**src/rtl/feature_out_reg_ctrl.sv**
```systemverilog
// Feature-out register matrix sequencer: walks every accumulation beat of a tile,
// hands the tile to the DDR writer, then clears the matrix. Optional macro: FOR_BIAS_WAIT_EN.
module feature_out_reg_ctrl #(
    parameter int US = 7,
    parameter int GN = 16,
    parameter int AW = 4,
    parameter int PW = 10
) (
    input  logic          clk_i,
    input  logic          rstn_i,
    input  logic          start_i,
    input  logic [AW-1:0] cfg_tx_i,
    input  logic [AW-1:0] cfg_ty_i,
    input  logic [4:0]    cfg_grp_i,
    input  logic [PW-1:0] cfg_pass_i,
    input  logic          conv_valid_i,
    output logic          conv_ready_o,
    input  logic          bias_full_i,
    output logic          accum_en_o,
    output logic [AW-1:0] addr_x_o,
    output logic [AW-1:0] addr_y_o,
    output logic [3:0]    grp_sel_o,
    output logic          wr_en_o,
    input  logic          wr_ack_i,
    output logic          wr_done_o,
    output logic          busy_o,
    output logic          done_o,
    output logic          err_o
);

    typedef enum logic [2:0] {
        S_IDLE,
        S_LOAD,
        S_ACC,
        S_WRITE,
        S_CLEAR
    } state_t;

    state_t        state_q, state_d;
    logic          cfg_ok;
    logic          start_ok;
    logic          last_beat;
    logic          grp_wrap, x_wrap, y_wrap, pass_wrap;
    logic [AW-1:0] x_max_q, y_max_q;
    logic [3:0]    grp_max_q;
    logic [PW-1:0] pass_max_q;
    logic [PW-1:0] pass_cnt_q;
    logic          err_q;

    assign cfg_ok = (cfg_tx_i != '0) && (int'(cfg_tx_i) <= 2 * US) &&
                    (cfg_ty_i != '0) && (int'(cfg_ty_i) <= 2 * US) &&
                    (cfg_grp_i != '0) && (int'(cfg_grp_i) <= GN) &&
                    (cfg_pass_i != '0);

    assign start_ok = (state_q == S_IDLE) && start_i && cfg_ok;

    assign conv_ready_o = (state_q == S_ACC);
    assign accum_en_o   = conv_valid_i & conv_ready_o;
    assign wr_en_o      = (state_q == S_WRITE);
    assign wr_done_o    = (state_q == S_CLEAR);
    assign done_o       = (state_q == S_CLEAR);
    assign busy_o       = (state_q != S_IDLE);
    assign err_o        = err_q;

    assign grp_wrap  = (grp_sel_o == grp_max_q);
    assign x_wrap    = (addr_x_o == x_max_q);
    assign y_wrap    = (addr_y_o == y_max_q);
    assign pass_wrap = (pass_cnt_q == pass_max_q);
    assign last_beat = accum_en_o & grp_wrap & x_wrap & y_wrap & pass_wrap;

    // Limits are stored as last index so the wrap compares need no subtraction.
    always_ff @(posedge clk_i) begin
        if (start_ok) begin
            x_max_q    <= cfg_tx_i - AW'(1);
            y_max_q    <= cfg_ty_i - AW'(1);
            grp_max_q  <= 4'(cfg_grp_i - 5'd1);
            pass_max_q <= cfg_pass_i - PW'(1);
        end
    end

    always_ff @(posedge clk_i or negedge rstn_i) begin
        if (!rstn_i) begin
            state_q <= S_IDLE;
            err_q   <= 1'b0;
        end else begin
            state_q <= state_d;
            err_q   <= (state_q == S_IDLE) && start_i && !cfg_ok;
        end
    end

    // grp is the fastest counter, then x, y, pass; all wrap to 0 after the last beat.
    always_ff @(posedge clk_i or negedge rstn_i) begin
        if (!rstn_i) begin
            grp_sel_o  <= '0;
            addr_x_o   <= '0;
            addr_y_o   <= '0;
            pass_cnt_q <= '0;
        end else if (start_ok) begin
            grp_sel_o  <= '0;
            addr_x_o   <= '0;
            addr_y_o   <= '0;
            pass_cnt_q <= '0;
        end else if (accum_en_o) begin
            if (!grp_wrap) begin
                grp_sel_o <= grp_sel_o + 4'd1;
            end else begin
                grp_sel_o <= '0;
                if (!x_wrap) begin
                    addr_x_o <= addr_x_o + AW'(1);
                end else begin
                    addr_x_o <= '0;
                    if (!y_wrap) begin
                        addr_y_o <= addr_y_o + AW'(1);
                    end else begin
                        addr_y_o   <= '0;
                        pass_cnt_q <= pass_wrap ? '0 : pass_cnt_q + PW'(1);
                    end
                end
            end
        end
    end

`ifndef FOR_BIAS_WAIT_EN
    logic unused_bias_full;
    assign unused_bias_full = bias_full_i;
`endif

    always_comb begin
        state_d = state_q;
        case (state_q)
            S_IDLE:  if (start_ok) state_d = S_LOAD;
`ifdef FOR_BIAS_WAIT_EN
            // Bias wait: at least one cycle here even if the bias registers are already full.
            S_LOAD:  if (bias_full_i) state_d = S_ACC;
`else
            S_LOAD:  state_d = S_ACC;
`endif
            S_ACC:   if (last_beat) state_d = S_WRITE;
            S_WRITE: if (wr_ack_i) state_d = S_CLEAR;
            S_CLEAR: state_d = S_IDLE;
            default: state_d = S_IDLE;
        endcase
    end

endmodule

```
**config.mk**
```make
export PLATFORM = sky130hd
export DESIGN_NAME = feature_out_reg_ctrl
export DESIGN_NICKNAME = d
export VERILOG_FILES = /design/src/rtl/feature_out_reg_ctrl.sv
export SDC_FILE = /design/constraint.sdc
export NUM_CORES = 1
export LEC_CHECK = 0
export CAP_MARGIN = 0
export CORE_MARGIN = 2
export CORE_UTILIZATION = 48
export DETAILED_ROUTE_END_ITERATION = 10
export PLACE_DENSITY = 0.75
export SLEW_MARGIN = 20
export SYNTH_ARGS = -nofsm -noshare
export SYNTH_HDL_FRONTEND = slang
export SYNTH_SLANG_ARGS = --single-unit
```
**constraint.sdc**
```tcl
create_clock -name clk_i -period 2.2 [get_ports clk_i]
set_input_delay 0.55 -clock clk_i [delete_from_list [all_inputs] [get_ports clk_i]]
set_output_delay 0.55 -clock clk_i [all_outputs]
set_load 0.01 [all_outputs]
```
==> Changelog: implementation <==
### Changed

- Achievable Freq: 0.473 GHz
- Die Height: between 70 and 80 um
- DPL Wire Length: ~4.5 mm
- Levels on crit path: 8
- Synth cell count leaders: dfrtp_1, xor2_1, edfxtp_1
- Most used cell, CP: buf_4
- Worst reg2reg endpoint: pass_cnt_q[4]
- Total power: between 0.002 and 0.003 W
- Skew final: 5.08 ps
- Worst rel slew slack: between 70 and 80%
- Distinct cells, synth: around 48
- Remaining DRCs: 0
- CP Max Fanout: 4
- Remaining Overflow, GRT: 0
- Hold bufs inserted after CTS: 0
- First-pass GRT wire length: approximately 10 mm
- Yosys xor share: 13.0%
- Hold Crit Start: state_q[1]
- Biggest Area Class: sequential cells
- Crit path capture type: flop
- Registers: about 48
- WHS Endpoint: state_q[1]
- CTS tree: done
- Final antenna-violating net count: 0
- WL met3: between 200 and 250 um
- Status: complete, no violations
- Initial antenna violation count: 0
- Clock network share of area: under 10%
- Setup-failing EPs final: 0
- Post-Synth Adder-Cell Area: between 5 and 6%
- Comb area leader: simple AND/OR/NAND/NOR gates
- Min-Delay Path Class: flop to flop
- Worst path bufs/invs: 3
- Core box area: about 0.0054 mm2
- Row count: 27
- Data buffer area share: 23.1%
- Share of the synthesized area in the top cell type: 24.6%
- Layout Cells excl Fill: about 420
Fig. 1: placement by cell class
The bar under the picture is 20 um long.
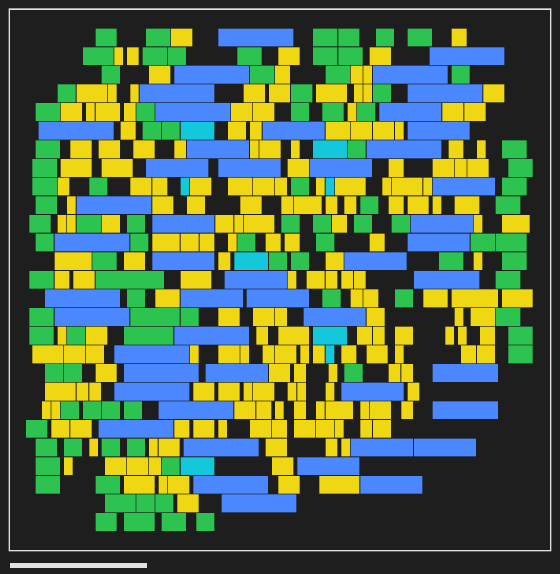
[green] other buffers and delay cells | cells: 94 | share of their area: 24%
[blue] flops | cells: 48 | share of their area: 36%
[cyan] clock drivers and dummy loads | cells: 8 | share of their area: 2.2%
[yellow] combinational and other logic | cells: 198 | share of their area: 38%
post-route cell area: 0.00374 mm2
fin util: 68.8%

Fig. 2: clock wires, drivers and flops
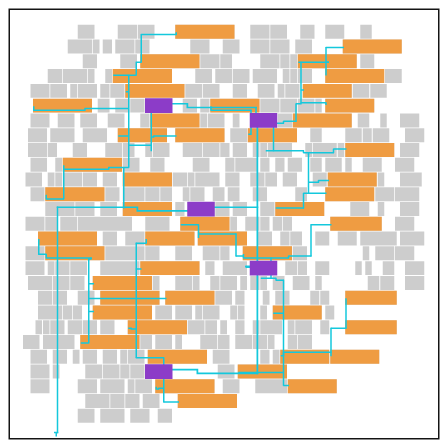
[cyan] clock wires | length: 572 um
[orange] flip-flops | count: 48
[purple] clock drivers | count: 5
routed clock nets: 6
Worst-Skew Late Latency: 310 ps
Clock net power: 0.000507 W
Clk pwr share: 19.4%

Fig. 3: cells by drive strength
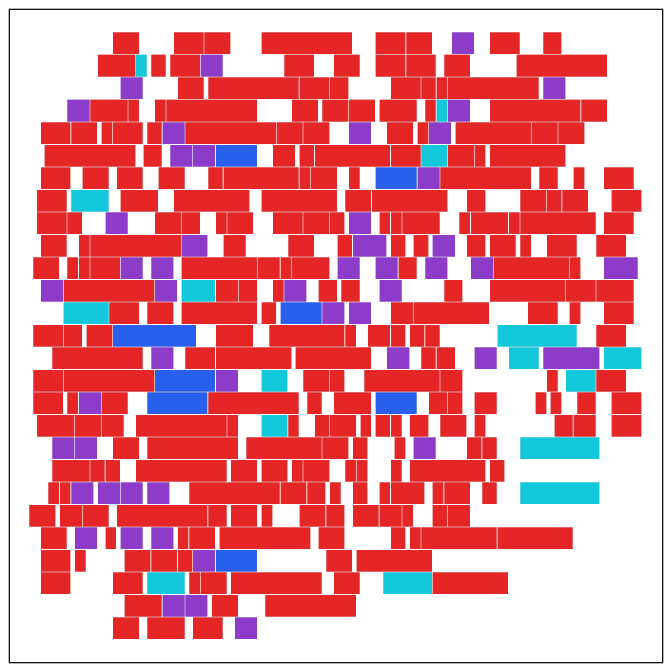
[red] _0 and _1 cells | cells: 274 | share: 79% | most used: clkdlybuf4s50_1
[cyan] _2 cells | cells: 16 | share: 4.6% | most used: dfrtp_2
[purple] _3 and _4 cells | cells: 50 | share: 14% | most used: buf_4
[blue] _6 and larger | cells: 8 | share: 2.3% | most used: clkbuf_8
Non-CTS buffers: 94
Area Growth Syn to Fin: 39.2%
worst setup margin: 85.1 ps

Fig. 4: signal wires on met1
Supply wires on this layer in grey. Cells faint in the background.
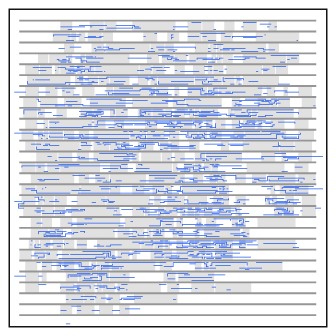
longest straight run: 28.5 um
share of all routed wire: 44%
wire length on this layer: 2640 um
grt met1 use: 26.2%
via count: 2235
Detailed Route WL: 5.95 mm

No activity file was given, so power comes from the tool's default toggle rates.
